File: src/rtl/timer_pkg.sv
// Shared types and limits for the programmable timer and its down-counter.
package timer_pkg;

  typedef enum logic [2:0] {
    IDLE    = 3'b001,
    RUNNING = 3'b010,
    DONE    = 3'b100
  } state_t;

  typedef enum logic {
    ONE_SHOT = 1'b0,
    PERIODIC = 1'b1
  } mode_t;

  localparam int TIMER_W_MIN = 2;

endpackage

File: src/rtl/tmr_down_counter.sv
// W-bit loadable down-counter; saturates at zero and flags the step that reaches zero.
module tmr_down_counter
  import timer_pkg::*;
#(
  parameter int W = 8
) (
  input  logic         clk,
  input  logic         rst_n,
  input  logic         load,
  input  logic [W-1:0] load_val,
  input  logic         en,
  output logic         zero_next,
  output logic [W-1:0] count
);

  logic [W-1:0] count_r;

  // Count register: load has priority over a decrement, zero never wraps.
  always_ff @(posedge clk or negedge rst_n) begin
    if (!rst_n) begin
      count_r <= '0;
    end else if (load) begin
      count_r <= load_val;
    end else if (en && (count_r != '0)) begin
      count_r <= count_r - W'(1);
    end else begin
      count_r <= count_r;
    end
  end

  assign zero_next = (count_r == W'(1));
  assign count     = count_r;

endmodule

File: src/rtl/prog_timer.sv
// Programmable one-shot/periodic timer with hold, abort and restart; RDY pulses on expiry.
module prog_timer
  import timer_pkg::*;
#(
  parameter int W        = 8,
  parameter int DEF_MODE = 0
) (
  input  logic         CLK,
  input  logic         N_RESET,
  input  logic         START,
  input  logic         STOP,
  input  logic         HOLD,
  input  logic         MODE,
  input  logic [W-1:0] LOAD,
  output logic         RDY,
  output logic         BUSY,
  output logic [W-1:0] COUNT
);

  // DEF_MODE documents the integrator's tie-off value for MODE; only its range is checked here.
  if ((W < TIMER_W_MIN) || (DEF_MODE < 0) || (DEF_MODE > 1)) begin : g_param_check
    $error("prog_timer: illegal W or DEF_MODE");
  end

  state_t       state_r, state_n;
  mode_t        mode_r, mode_n;
  logic [W-1:0] reload_r, reload_n;
  logic         cnt_load_s, cnt_en_s, zero_next_s;
  logic [W-1:0] cnt_val_s;

  tmr_down_counter #(.W(W)) u_cnt (
    .clk       (CLK),
    .rst_n     (N_RESET),
    .load      (cnt_load_s),
    .load_val  (cnt_val_s),
    .en        (cnt_en_s),
    .zero_next (zero_next_s),
    .count     (COUNT)
  );

  // State, reload value and mode registers.
  always_ff @(posedge CLK or negedge N_RESET) begin
    if (!N_RESET) begin
      state_r  <= IDLE;
      mode_r   <= ONE_SHOT;
      reload_r <= '0;
    end else begin
      state_r  <= state_n;
      mode_r   <= mode_n;
      reload_r <= reload_n;
    end
  end

  // Next-state and counter control; STOP beats START beats HOLD beats decrement.
  always_comb begin
    state_n    = state_r;
    mode_n     = mode_r;
    reload_n   = reload_r;
    cnt_load_s = 1'b0;
    cnt_val_s  = '0;
    cnt_en_s   = 1'b0;
    if (STOP) begin
      state_n    = IDLE;
      cnt_load_s = 1'b1;
    end else if (START) begin
      reload_n   = LOAD;
      mode_n     = mode_t'(MODE);
      cnt_load_s = 1'b1;
      cnt_val_s  = LOAD;
      state_n    = (LOAD == '0) ? DONE : RUNNING;
    end else begin
      case (state_r)
        IDLE: begin
          state_n = IDLE;
        end
        RUNNING: begin
          if (HOLD) begin
            state_n = RUNNING;
          end else begin
            cnt_en_s = 1'b1;
            state_n  = zero_next_s ? DONE : RUNNING;
          end
        end
        DONE: begin
          if (mode_r == ONE_SHOT) begin
            state_n = IDLE;
          end else if (reload_r != '0) begin
            cnt_load_s = 1'b1;
            cnt_val_s  = reload_r;
            state_n    = RUNNING;
          end else begin
            // Periodic with zero reload parks in DONE so RDY stays high.
            state_n = DONE;
          end
        end
        default: begin
          state_n    = IDLE;
          cnt_load_s = 1'b1;
        end
      endcase
    end
  end

  assign RDY  = (state_r == DONE);
  assign BUSY = (state_r == RUNNING);

endmodule

File: config.mk
export PLATFORM = sky130hd
export DESIGN_NAME = prog_timer
export DESIGN_NICKNAME = d
export VERILOG_FILES = /design/src/rtl/timer_pkg.sv /design/src/rtl/tmr_down_counter.sv /design/src/rtl/prog_timer.sv
export SDC_FILE = /design/constraint.sdc
export NUM_CORES = 1
export LEC_CHECK = 0
export ABC_AREA = 1
export CAP_MARGIN = 20
export CORE_MARGIN = 2
export CORE_UTILIZATION = 50
export DETAILED_ROUTE_END_ITERATION = 7
export PLACE_DENSITY = 0.85
export RECOVER_POWER = 100
export SETUP_SLACK_MARGIN = 0.02
export SKIP_LAST_GASP = 1
export SLEW_MARGIN = 5
export SYNTH_ARGS = -nofsm -noshare
export SYNTH_HDL_FRONTEND = slang
export SYNTH_SLANG_ARGS = --single-unit
File: constraint.sdc
create_clock -name CLK -period 1.9 [get_ports CLK]
set_clock_uncertainty 0.2 [all_clocks]
set_input_delay 0.285 -clock CLK [delete_from_list [all_inputs] [get_ports CLK]]
set_output_delay 0.285 -clock CLK [all_outputs]
set_load 0.005 [all_outputs]
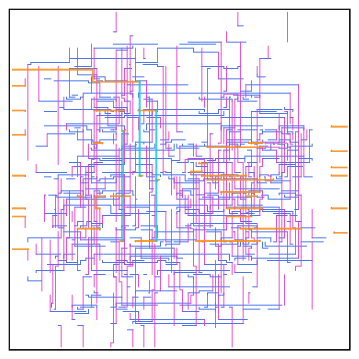
wires.png
Scale: 6 px per um.
Key: orange = metal 3 [wire length 151 um]; cyan = metal 4 [wire length 55.8 um]; magenta = metal 2 [wire length 1580 um]; blue = metal 1 [wire length 1450 um]

==> summary.txt <==
Results of the full flow below.

Layout:
- Ranking logic cells in the layout by count gives the top entries sky130_fd_sc_hd__nand2_1, sky130_fd_sc_hd__inv_1, sky130_fd_sc_hd__nor2_1.
- The run gives the sequential cell area as 502 um^2.
- The run gives the count of inserted antenna diode cells as 0.
- The top cell type in the final layout, fill and taps aside, is sky130_fd_sc_hd__nand2_1.
- The final design was reported to hold multi-input combinational gates totalling 143.
- The run puts the count of plain and timing-repair buffers at 35.

Detailed routing:
- The run gives the wire length on met2 as 1.58 mm.
- The run gives the top metal layer carrying routed signals as met4.
- The run puts the violation count after the first detailed-routing iteration at 67.

STA:
- After routing, the total negative slack on setup checks comes to 0 ns.
- The run puts the post-layout worst setup margin at 0.0752 ns.
- The run gives the maximum clock frequency as 548 MHz.
- The run puts the transition at the pin with the smallest max-transition slack at 0.728 ns.
- The run gives the final hold violation count as 0.

Worst setup path:
- The slowest stage of the critical path belongs to the cell sky130_fd_sc_hd__clkdlybuf4s50_1.
- The longest incremental delay of any stage on the critical path is reported as 0.48 ns.

Pwr:
- The leakage power in the latest report is 0.932 nW.
- The run puts the reported combinational group power at 0.284 mW.
- The run gives the post-route total power as 1.04 mW.

Clock tree:
- The run gives the count of cells resized by post-cts repair as 2.
- The run gives the number of buffers inserted by hold repair at cts as 0.
- In this run the number of H-tree levels came out at 1.

Job:
- The run puts the max-capacitance violation count at 0.

Global routing:
- The run puts the pin count of the biggest net entering global routing at 15.

Min path:
- The run gives the worst min-delay path class as input pin to async pin.

Status:
- The flow ran to the end, and the final reports show no timing, DRC or antenna violations.
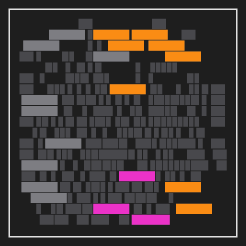
flops_by_reg.png
Scale: 4 px per um. Other sequential cells in the stronger gray, the rest of the logic in the fainter gray.
Key: magenta = state_r [sequential cells 3]; orange = u_cnt.count [sequential cells 8]
Another 9 sequential cells are not colored.

-- state kept, by name (all words and copies together) (netlist names) --
| name | flops |
|---|---|
| mode_r | 1 |
| reload_r | 8 |
| state_r | 3 |
| u_cnt.count | 8 |
-- synth_stat cells, drive strengths merged (2+ instances only) --
| cell type | instances | area (um^2) |
|---|---|---|
| a32oi | 2 | 17.5 |
| nand2 | 62 | 263 |
| ha | 3 | 37.5 |
| nand4 | 7 | 43.8 |
| nor2 | 28 | 154 |
| inv | 32 | 120 |
| a22oi | 2 | 15.0 |
| a31oi | 5 | 31.3 |
| o21ai | 14 | 70.1 |
| nand3 | 13 | 70.1 |
| dfrtp | 19 | 475 |
| a21oi | 2 | 10.0 |
No activity file was given, so power comes from the tool's default toggle rates.
